--- src/rtl/led_pattern_controller.sv ---
// led_pattern_controller
//
// Drives an LED bank with an animated pattern picked by a 2-bit mode request.
// A free-running prescaler produces a step tick; pattern steps and non-zero mode
// changes happen only on tick edges, while a request for mode 0 (off) is applied
// on the very next clock edge.
//
// Ports:
//   clk          clock, all state updates on the rising edge
//   rst          asynchronous, active-high reset
//   mode         requested pattern: 0 off, 1 blink, 2 chase, 3 bar fill
//   leds         registered LED drive, bit 0 = LEDR[0]
//   active_mode  registered, mode currently displayed
//   mode_ack     registered, one-cycle pulse on the edge a new mode becomes active
//   step_tick    combinational, high during the last cycle of each step interval

module led_pattern_controller #(
    parameter int unsigned TICK_CYCLES = 25_000_000,
    parameter int unsigned WIDTH       = 8
) (
    input  logic             clk,
    input  logic             rst,
    input  logic [1:0]       mode,
    output logic [WIDTH-1:0] leds,
    output logic [1:0]       active_mode,
    output logic             mode_ack,
    output logic             step_tick
);

    localparam int unsigned CntW  = $clog2(TICK_CYCLES);
    localparam int unsigned StepW = $clog2(WIDTH + 1);

    localparam logic [CntW-1:0]  CntMax    = CntW'(TICK_CYCLES - 1);
    localparam logic [StepW-1:0] ChaseLast = StepW'(WIDTH - 1);
    localparam logic [StepW-1:0] BarLast   = StepW'(WIDTH);

    typedef enum logic [1:0] {
        ModeOff   = 2'd0,
        ModeBlink = 2'd1,
        ModeChase = 2'd2,
        ModeBar   = 2'd3
    } mode_e;

    mode_e             state_q, state_d;
    logic [CntW-1:0]   cnt_q, cnt_d;
    logic [StepW-1:0]  step_q, step_d;
    logic [WIDTH-1:0]  leds_q, leds_d;
    logic              ack_q, ack_d;
    mode_e             req;
    logic [StepW-1:0]  step_nxt;

    // LED image for pattern m at step s.
    function automatic logic [WIDTH-1:0] pattern(input mode_e m, input logic [StepW-1:0] s);
        logic [WIDTH-1:0] p;
        p = '0;
        case (m)
            ModeBlink: p = s[0] ? '0 : '1;
            ModeChase: begin
                for (int i = 0; i < int'(WIDTH); i++) begin
                    p[i] = (StepW'(i) == s);
                end
            end
            ModeBar: begin
                // s == WIDTH is the blank step that closes the fill cycle.
                for (int i = 0; i < int'(WIDTH); i++) begin
                    p[i] = (StepW'(i) <= s) && (s != BarLast);
                end
            end
            default: p = '0;
        endcase
        return p;
    endfunction

    // Step index after one advance of pattern m.
    function automatic logic [StepW-1:0] next_step(input mode_e m, input logic [StepW-1:0] s);
        logic [StepW-1:0] n;
        n = '0;
        case (m)
            ModeBlink: n = s[0] ? '0 : StepW'(1);
            ModeChase: n = (s == ChaseLast) ? '0 : s + StepW'(1);
            ModeBar:   n = (s == BarLast) ? '0 : s + StepW'(1);
            default:   n = '0;
        endcase
        return n;
    endfunction

    assign req       = mode_e'(mode);
    assign step_tick = (cnt_q == CntMax);

    always_comb begin
        cnt_d    = (cnt_q == CntMax) ? '0 : cnt_q + CntW'(1);
        state_d  = state_q;
        step_d   = step_q;
        leds_d   = leds_q;
        ack_d    = 1'b0;
        step_nxt = next_step(state_q, step_q);

        if (req == ModeOff && state_q != ModeOff) begin
            // Switching off never waits for the tick.
            state_d = ModeOff;
            step_d  = '0;
            leds_d  = '0;
            ack_d   = 1'b1;
        end else if (req != state_q && step_tick) begin
            state_d = req;
            step_d  = '0;
            leds_d  = pattern(req, '0);
            ack_d   = 1'b1;
        end else if (req == state_q && step_tick) begin
            step_d  = step_nxt;
            leds_d  = pattern(state_q, step_nxt);
        end
        // A non-zero request away from a tick is dropped, not latched.
    end

    always_ff @(posedge clk or posedge rst) begin
        if (rst) begin
            cnt_q   <= '0;
            state_q <= ModeOff;
            step_q  <= '0;
            leds_q  <= '0;
            ack_q   <= 1'b0;
        end else begin
            cnt_q   <= cnt_d;
            state_q <= state_d;
            step_q  <= step_d;
            leds_q  <= leds_d;
            ack_q   <= ack_d;
        end
    end

    assign leds        = leds_q;
    assign active_mode = state_q;
    assign mode_ack    = ack_q;

endmodule

--- config.mk ---
export PLATFORM = sky130hd
export DESIGN_NAME = led_pattern_controller
export DESIGN_NICKNAME = d
export VERILOG_FILES = /design/src/rtl/led_pattern_controller.sv
export SDC_FILE = /design/constraint.sdc
export NUM_CORES = 1
export LEC_CHECK = 0
export CORE_MARGIN = 2
export CORE_UTILIZATION = 52
export CTS_CLUSTER_DIAMETER = 80
export DETAILED_ROUTE_END_ITERATION = 16
export PLACE_DENSITY = 0.75
export SLEW_MARGIN = 30
export SYNTH_ARGS = -nofsm -noshare
export SYNTH_HDL_FRONTEND = slang
export SYNTH_SLANG_ARGS = --single-unit
--- constraint.sdc ---
create_clock -name clk -period 2.2 [get_ports clk]
set_input_delay 0.44 -clock clk [delete_from_list [all_inputs] [get_ports clk]]
set_output_delay 0.44 -clock clk [all_outputs]
set_load 0.02 [all_outputs]
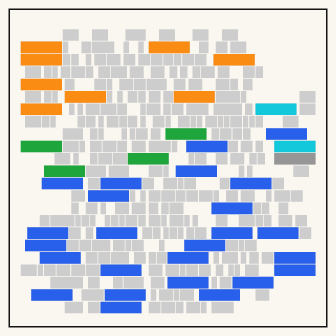
registers.png
Other sequential cells in the stronger grey, the rest of the logic in the fainter grey.
- green: step_q (flops 4)
- cyan: active_mode (flops 2)
- orange: leds (flops 8)
- blue: cnt_q (flops 25)
Final Util: 71.0%
storage element area: 1000 sq um
Seq area share: 34.8%
Seq power: 738 uW

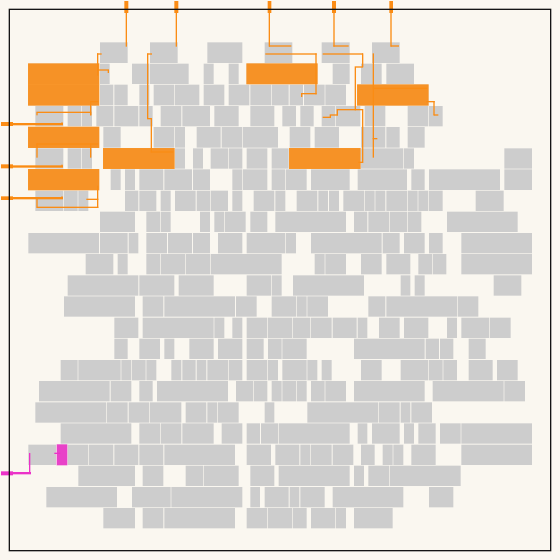
port_nets.png
- magenta: rst (bits 1; direction input; end cells 1; buffers 1; wire 5.30 um)
- orange: leds (bits 8; direction output; end cells 8; buffers 8; wire 165 um)
Ports: 16
# port buffers: 15

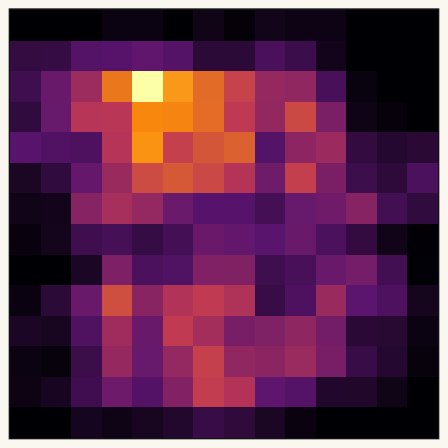
wire_density.png
The die is cut into 14 by 14 equal tiles; black is low, pale yellow is high, scaled to the fullest tile. Values are wire area over tile area, all layers added.
- emptiest ninth of the die: north-east
- fullest tile: 0.75
- densest ninth of the die: north

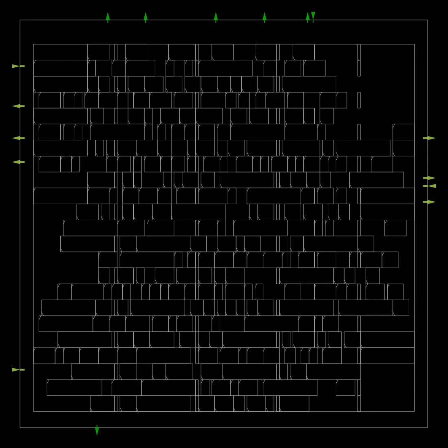
final_placement.png
Filler Cell Count: 287
Site Rows: 23
Finished Layout Cells: 352
Tapcells: 50

==> results.toml <==
# implementation run metrics
[run_status]
outcome = "finished, violations left"
violations = "setup timing"

[floorplan]
dieArea_sq_um = 4820
coreArea_sq_um = 4060
die_w_um = 69.4
die_h_um = 69.4

[timing]
slew_headroom_pct = 66.6
maxClockFrequency_mhz = 438
skew_ps = 4.55
setup_violations = 2
final.min_clock_period_ps = 2280
rsz0062_at_grt = "yes"
setup_ws_ps = -84.3
drv_slew = 0
finalCritPeriodShare_pct = 104

[yosys]
ys_sh_simple_pct = 24.8
xor_share_pct = 8.66
postSynthSeqShare_pct = 45.0
yosys_warnings = 0
muxShareOfSynthArea_pct = 1.86
ys_types = 51
syn-mean-instance-area_sq_um = 9.27
ys_cells = 240
syn-num-nets = 247
ys_seq_elements = 40
top_logic_kind = "simple AND/OR/NAND/NOR gates"
syn-cell-area_sq_um = 2220
edf_count = 0

[job]
drv_cap = 0

[routing]
drt_wl_total_um = 5280
dr.pass1.iters = 4
drtIter0Drc = 182
drcViolationCount = 0

[worst_setup_path]
crit_start = "cnt_q[15]"
cp-end-kind = "output port"
r2r_cells = 8
worst_r2r_endpoint = "leds[7]"
crit_required_ps = 1760
cp.arrival_ps = 1840
worst-path-max-fanout = 2
path_depth = 5
critPathCapture = "step_tick"
critPathKind = "flip-flop to output port"
path_buffers = 2
max_stage_delay_ps = 550

[cells_and_area]
area_growth_pct = 29.4
stdcell_area_sq_um = 2880
top_register = "cnt_q"
final_nets = 309
largest_reg_flops = 25

[pwr]
power.density_nw_per_um2 = 438
peakVddDrop_mv = 0.476

[placement]
place_congestion = 0.899
postPlaceCellArea_sq_um = 2730
place_ws_ps = -288
place_hpwl_um = 3700

[clocking]
cts_buffer_depth = 2
post_cts_resized = 11
root_buffer = "clkbuf_8"
htreeDepth = 2
post_cts_buffers = 0

[global_route]
grt_pass1_vias = 1914
grt.met1_usage_pct = 33.2
grt-ovfl-total = 0
antenna_found_initial = 0
grt_max_degree = 41

[hold_path]
hp-class = "flip-flop to flip-flop"
hold_end = "leds[6]"
## kinds of logic after synthesis
logic type | after synthesis
and+or+nand+nor | 108
AOI/OAI and AO/OA | 45
DFF | 40
xor gates and xnor gates | 22
buffers and inverters | 18
muxes | 4
adders and majority gates | 3
## cell usage in the layout, fill, tap and decap left out, types with 4 or more instances in the layout
master and instances:
a21oi_1 8, and3_1 6, buf_4 50, clkbuf_8 5
clkdlybuf4s50_1 14, dfrtp_1 40, inv_1 6, nand2_1 28
nand3_1 16, nand4_1 4, nor2_1 26, o21ai_0 10
xnor2_1 13, xor2_1 9
## area by class of cell
cell class	count	area [sq um]
clock inverter	1	5.00
multi-input combinational	182	1160
fill	287	1180
inverter	7	31.3
timing repair buffer	66	547
sequential	40	1000
tap	50	62.6
clock buffer	6	72.6
## routing by layer
layer / up-vias / wire [um]
li1: 974 / -
met1: 981 / 2530
met3: 12 / 296
met5: - / 0
met2: 63 / 2360
met4: 0 / 100
## report_power, final
part	internal (mW)	switching, mW
Sequential	0.736	0.00185
Combinational	0.0235	0.0373
Clock	0.215	0.248
## Yosys cell counts (2+ instances only)
master	n	area, sq um
a21o_1	2	15.0
a21oi_1	8	40.0
a311oi_1	2	17.5
a31oi_1	3	18.8
a32o_1	2	20.0
and2_1	3	18.8
and3_1	6	37.5
and4_1	3	26.3
buf_2	2	10.0
clkbuf_1	7	26.3
dfrtp_1	40	1000
ha_1	3	37.5
inv_1	6	22.5
mux2i_1	3	30.0
nand2_1	28	105
nand3_1	16	80.1
nand4_1	4	25.0
nor2_1	27	101
nor2b_1	3	18.8
nor3_1	3	15.0
nor3b_1	2	15.0
nor4_1	3	18.8
o21a_1	2	15.0
o21ai_0	11	55.1
o21ai_1	2	10.0
o31ai_1	2	15.0
or3_1	3	18.8
xnor2_1	13	114
xor2_1	9	78.8
Power and IR drop assume default switching activity.
